### Routing congestion

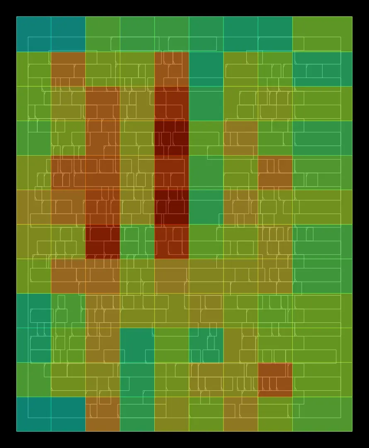
### M1 wires

The bar under the picture is 20 um long. Supply wires on this layer in grey.
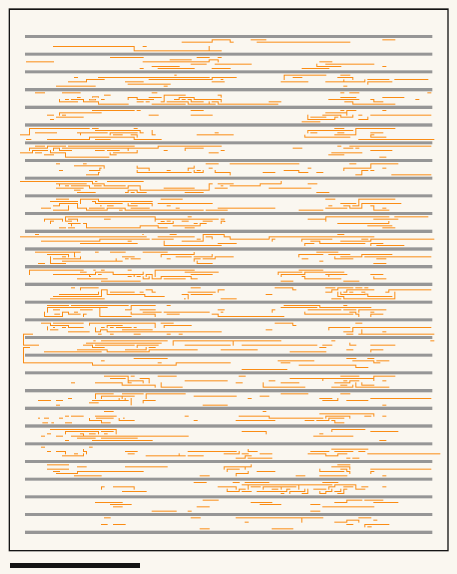
### Signal wires on met4

The bar under the picture is 20 um long. Supply wires on this layer in grey.
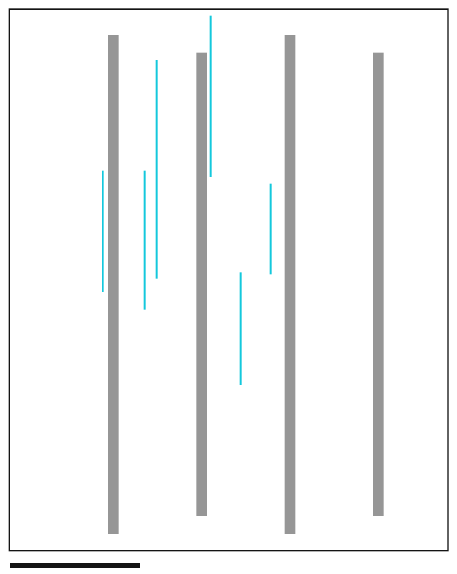
### Signal wires on met2

The bar under the picture is 20 um long.
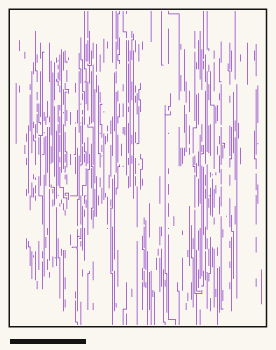
### The metal 3 layer

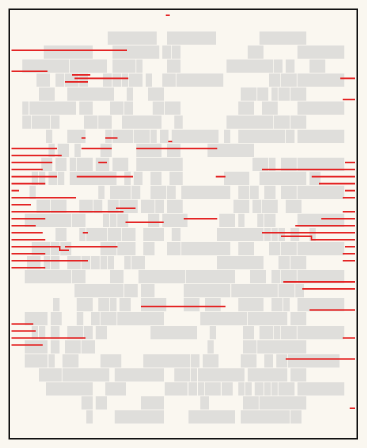
<file path="src/rtl/clock_step_controller_if.sv">
// clock_step_controller_if
//   Command channel of the CPU run-control sequencer.
//   master : issues commands (cmd_valid, cmd_op, cmd_count), observes cmd_ready
//   slave  : the sequencer; accepts on a rising edge when cmd_valid && cmd_ready
//   cmd_op : 00 HALT, 01 STEP, 10 RUN, 11 RUN_N (cmd_count = tick count)
interface clock_step_controller_if #(
    parameter int CNT_W = 16
);
    logic             cmd_valid;
    logic             cmd_ready;
    logic [1:0]       cmd_op;
    logic [CNT_W-1:0] cmd_count;

    modport master (output cmd_valid, cmd_op, cmd_count, input cmd_ready);
    modport slave  (input cmd_valid, cmd_op, cmd_count, output cmd_ready);
endinterface

</file>
<file path="src/rtl/clock_step_controller.sv">
// clock_step_controller
//   Run-control sequencer for the CPU clock. The clock itself is never gated;
//   the block issues a registered tick enable (clk_en) that CPU registers use
//   to qualify their updates. Commands: HALT, STEP, RUN, RUN_N.
//
// Ports
//   clk, rst_n   system clock, asynchronous active-low reset
//   cmd          command channel (slave modport of clock_step_controller_if)
//   cpu_halt     CPU halt request, honoured only while active
//   clk_en       registered tick enable
//   running      high in any active state
//   done         one-cycle pulse on every active-to-HALTED transition
//   remaining    ticks left in RUN_N, 0 otherwise
//   cycle_count  number of cycles with clk_en high (wraps)
//
// Optional feature, macro CLOCK_STEP_BREAKPOINT_EN:
//   bp_en, bp_addr, pc inputs and sticky bp_hit output. In RUN/RUN_N a
//   match of pc against bp_addr stops the sequencer like cpu_halt.
//
// state    | meaning
// S_HALTED | idle, no ticks, any command accepted
// S_STEP   | single tick in flight, commands back-pressured
// S_RUN    | ticking every cycle until a stop event
// S_RUN_N  | ticking until remaining reaches 0 or a stop event
module clock_step_controller #(
    parameter int CNT_W = 16,
    parameter int CYC_W = 32
) (
    input  logic                   clk,
    input  logic                   rst_n,
    clock_step_controller_if.slave cmd,
    input  logic                   cpu_halt,
`ifdef CLOCK_STEP_BREAKPOINT_EN
    input  logic                   bp_en,
    input  logic [15:0]            bp_addr,
    input  logic [15:0]            pc,
    output logic                   bp_hit,
`endif
    output logic                   clk_en,
    output logic                   running,
    output logic                   done,
    output logic [CNT_W-1:0]       remaining,
    output logic [CYC_W-1:0]       cycle_count
);
    localparam logic [1:0] OP_HALT  = 2'b00;
    localparam logic [1:0] OP_STEP  = 2'b01;
    localparam logic [1:0] OP_RUN   = 2'b10;
    localparam logic [1:0] OP_RUN_N = 2'b11;

    typedef enum logic [1:0] {S_HALTED, S_STEP, S_RUN, S_RUN_N} state_t;

    state_t           state_q, state_d;
    logic             clk_en_q, clk_en_d;
    logic             done_q, done_d;
    logic [CNT_W-1:0] rem_q, rem_d;
    logic [CYC_W-1:0] cyc_q;
    logic             accept, start, halt_cmd, bp_stop, stop;

    // Only HALT may interrupt a free or counted run; STEP takes nothing.
    assign cmd.cmd_ready = (state_q == S_HALTED) ||
                           (((state_q == S_RUN) || (state_q == S_RUN_N)) && (cmd.cmd_op == OP_HALT));

    assign accept   = cmd.cmd_valid && cmd.cmd_ready;
    assign start    = accept && (state_q == S_HALTED) && (cmd.cmd_op != OP_HALT);
    assign halt_cmd = accept && (state_q != S_HALTED) && (cmd.cmd_op == OP_HALT);

`ifdef CLOCK_STEP_BREAKPOINT_EN
    logic first_q, bp_hit_q;

    // first_q masks the compare at the edge ending the first tick, so a run
    // started on the breakpoint address always makes progress.
    assign bp_stop = bp_en && (pc == bp_addr) && !first_q &&
                     ((state_q == S_RUN) || (state_q == S_RUN_N));

    always_ff @(posedge clk or negedge rst_n) begin
        if (!rst_n) begin
            first_q  <= 1'b0;
            bp_hit_q <= 1'b0;
        end else begin
            first_q <= start;
            if (start)
                bp_hit_q <= 1'b0;
            else if (bp_stop)
                bp_hit_q <= 1'b1;
        end
    end

    assign bp_hit = bp_hit_q;
`else
    assign bp_stop = 1'b0;
`endif

    assign stop = halt_cmd || cpu_halt || bp_stop;

    always_comb begin
        state_d  = state_q;
        clk_en_d = 1'b0;
        done_d   = 1'b0;
        rem_d    = rem_q;
        case (state_q)
            S_HALTED: begin
                rem_d = '0;
                if (start) begin
                    case (cmd.cmd_op)
                        OP_STEP: begin
                            state_d  = S_STEP;
                            clk_en_d = 1'b1;
                        end
                        OP_RUN: begin
                            state_d  = S_RUN;
                            clk_en_d = 1'b1;
                        end
                        OP_RUN_N: begin
                            state_d  = S_RUN_N;
                            rem_d    = cmd.cmd_count;
                            clk_en_d = (cmd.cmd_count != '0);
                        end
                        default: ;
                    endcase
                end
            end
            S_STEP: begin
                state_d = S_HALTED;
                done_d  = 1'b1;
                rem_d   = '0;
            end
            S_RUN: begin
                if (stop) begin
                    state_d = S_HALTED;
                    done_d  = 1'b1;
                end else begin
                    clk_en_d = 1'b1;
                end
            end
            default: begin
                // remaining 1 means the last tick ends at this edge; 0 only
                // occurs for a zero-length run that never ticked.
                if (stop || (rem_q <= CNT_W'(1))) begin
                    state_d = S_HALTED;
                    done_d  = 1'b1;
                    rem_d   = '0;
                end else begin
                    rem_d    = rem_q - CNT_W'(1);
                    clk_en_d = 1'b1;
                end
            end
        endcase
    end

    always_ff @(posedge clk or negedge rst_n) begin
        if (!rst_n) begin
            state_q  <= S_HALTED;
            clk_en_q <= 1'b0;
            done_q   <= 1'b0;
            rem_q    <= '0;
            cyc_q    <= '0;
        end else begin
            state_q  <= state_d;
            clk_en_q <= clk_en_d;
            done_q   <= done_d;
            rem_q    <= rem_d;
            cyc_q    <= cyc_q + CYC_W'(clk_en_q);
        end
    end

    assign clk_en      = clk_en_q;
    assign running     = (state_q != S_HALTED);
    assign done        = done_q;
    assign remaining   = rem_q;
    assign cycle_count = cyc_q;
endmodule

</file>
<file path="src/flat_wrapper.sv">
// flat-port wrapper written by rule: the top's interface ports become plain ports
module clock_step_controller_flat 
#(
    parameter int CNT_W = 16,
    parameter int CYC_W = 32
)
  (clk, rst_n, cpu_halt, clk_en, running, done, remaining, cycle_count, cmd_cmd_valid, cmd_cmd_op, cmd_cmd_count, cmd_cmd_ready);
  clock_step_controller_if #(.CNT_W(CNT_W)) cmd_i ();
  input  logic clk;
  input  logic rst_n;
  input  logic cpu_halt;
  output logic clk_en;
  output logic running;
  output logic done;
  output logic [CNT_W-1:0] remaining;
  output logic [CYC_W-1:0] cycle_count;
  input wire logic [$bits(cmd_i.cmd_valid)-1:0] cmd_cmd_valid;
  input wire logic [$bits(cmd_i.cmd_op)-1:0] cmd_cmd_op;
  input wire logic [$bits(cmd_i.cmd_count)-1:0] cmd_cmd_count;
  output wire logic [$bits(cmd_i.cmd_ready)-1:0] cmd_cmd_ready;
  assign cmd_i.cmd_valid = cmd_cmd_valid;
  assign cmd_i.cmd_op = cmd_cmd_op;
  assign cmd_i.cmd_count = cmd_cmd_count;
  assign cmd_cmd_ready = cmd_i.cmd_ready;
  clock_step_controller #(.CNT_W(CNT_W), .CYC_W(CYC_W)) u_core (.clk(clk), .rst_n(rst_n), .cmd(cmd_i), .cpu_halt(cpu_halt), .clk_en(clk_en), .running(running), .done(done), .remaining(remaining), .cycle_count(cycle_count));
endmodule
</file>
<file path="config.mk">
export PLATFORM = sky130hd
export DESIGN_NAME = clock_step_controller_flat
export DESIGN_NICKNAME = d
export VERILOG_FILES = /design/src/rtl/clock_step_controller_if.sv /design/src/rtl/clock_step_controller.sv /design/src/flat_wrapper.sv
export SDC_FILE = /design/constraint.sdc
export NUM_CORES = 1
export LEC_CHECK = 0
export CAP_MARGIN = 40
export CORE_ASPECT_RATIO = 1.25
export CORE_MARGIN = 2
export CORE_UTILIZATION = 55
export DETAILED_ROUTE_END_ITERATION = 10
export DONT_BUFFER_PORTS = 1
export GPL_TIMING_DRIVEN = 0
export PLACE_DENSITY = 0.71
export SLEW_MARGIN = 20
export SYNTH_ARGS = -nofsm -noshare
export SYNTH_HDL_FRONTEND = slang
export SYNTH_SLANG_ARGS = --single-unit
export TNS_END_PERCENT = 10
</file>
<file path="constraint.sdc">
create_clock -name clk -period 2.3 [get_ports clk]
set_clock_uncertainty 0.2 [all_clocks]
set_input_delay 0.69 -clock clk [delete_from_list [all_inputs] [get_ports clk]]
set_output_delay 0.69 -clock clk [all_outputs]
set_load 0.02 [all_outputs]
</file>
==> results.ini <==
[cells_and_area]
combGateArea_mm2=0.00139
clock_area_share_pct=2.94
area_growth_pct=10.2
drive_gt1_share_pct=17.6
nClkBuffers=6
buffer_area_share_pct=4.27
fin_nets=308
fillers=404
comb_cells=199
fin_area_mm2=0.00302

[clock_network]
cts_tree=yes
root_buffer=clkbuf_8
clk_pin_slew_ps=100
clk_latency_ps=300

[global_routing]
first_global_vias=2100
track_usage_pct=23.1
antenna_found_initial=0
grt_first_pass_wirelength_um=9980
grt_max_degree=53

[floorplanning]
pin_count=74
die_width_um=67.2

[synthesis]
yosys.area_share.simple_pct=22.2
ys_warn_count=0
aoi_share_pct=12.1
ys_seq_share_pct=47.4
edf_count=0
syn-instance-count=267

[flow_run]
cap_violations=0

[critical_path]
cp.arrival_ps=2290
start_kind=flop
r2r_start=u_core.remaining[11]

[routing]
drt-met1-wl_um=2440

[outcome]
status=complete, no violations

[sta]
max_slew_margin_pct=67.6
min_period_ps=2280

[placed_design]
portBuffers=0

Notes on 'Routing congestion' above:
global routing's busiest layer: met2
GR Layer Usage met1: 27.5%
met2 usage: 38.4%
mean routed wirelength per cell: 18.2 um

Notes on 'M1 wires' above:
nets with wire on the layer: 287
longest straight run: 19.3 um

Notes on 'Signal wires on met4' above:
nets with wire on the layer: 5
wire length on this layer: 128 um
longest straight run: 33.3 um
share of all routed wire: 2.1%

Notes on 'Signal wires on met2' above:
nets with wire on the layer: 265
wire length on this layer: 3,170 um
longest straight run: 56.1 um
main direction: vertical
share of all routed wire: 51%

Notes on 'The metal 3 layer' above:
nets with wire on the layer: 54
wire length on this layer: 448 um
drt total wl: 6180 um
met3 usage: 7.72%

## timing repair
action                                  CTS  global route
gates resized                            11             8
endpoints found under the hold margin    52             0
setup buffers                             2             2
pin swaps                                 3             3
hold buffers                              1             0
endpoints found under the setup margin   22            25
## worst max-delay path, cell delays in order (launching register included)
cell and delay [ps]:
dfrtp_2 500, or4_4 590, nor4_4 260, a21o_1 180, buf_6 140, buf_12 130, o21ai_2 60, a21o_1 140
## where the power goes
group | total [uW] | switching [uW] | internal (uW) | leakage, uW
clock | 524 | 307 | 217 | 0.0000414
sequential | 1150 | 171 | 984 | 0.000695
combinational | 346 | 188 | 158 | 0.000674
## registers in the layout, summed over array words and instances, names as in the netlist
signal              count
u_core.clk_en           1
u_core.state_q          2
u_core.cycle_count     32
u_core.done             1
u_core.remaining       16
Power is estimated from default activity; no workload was simulated.
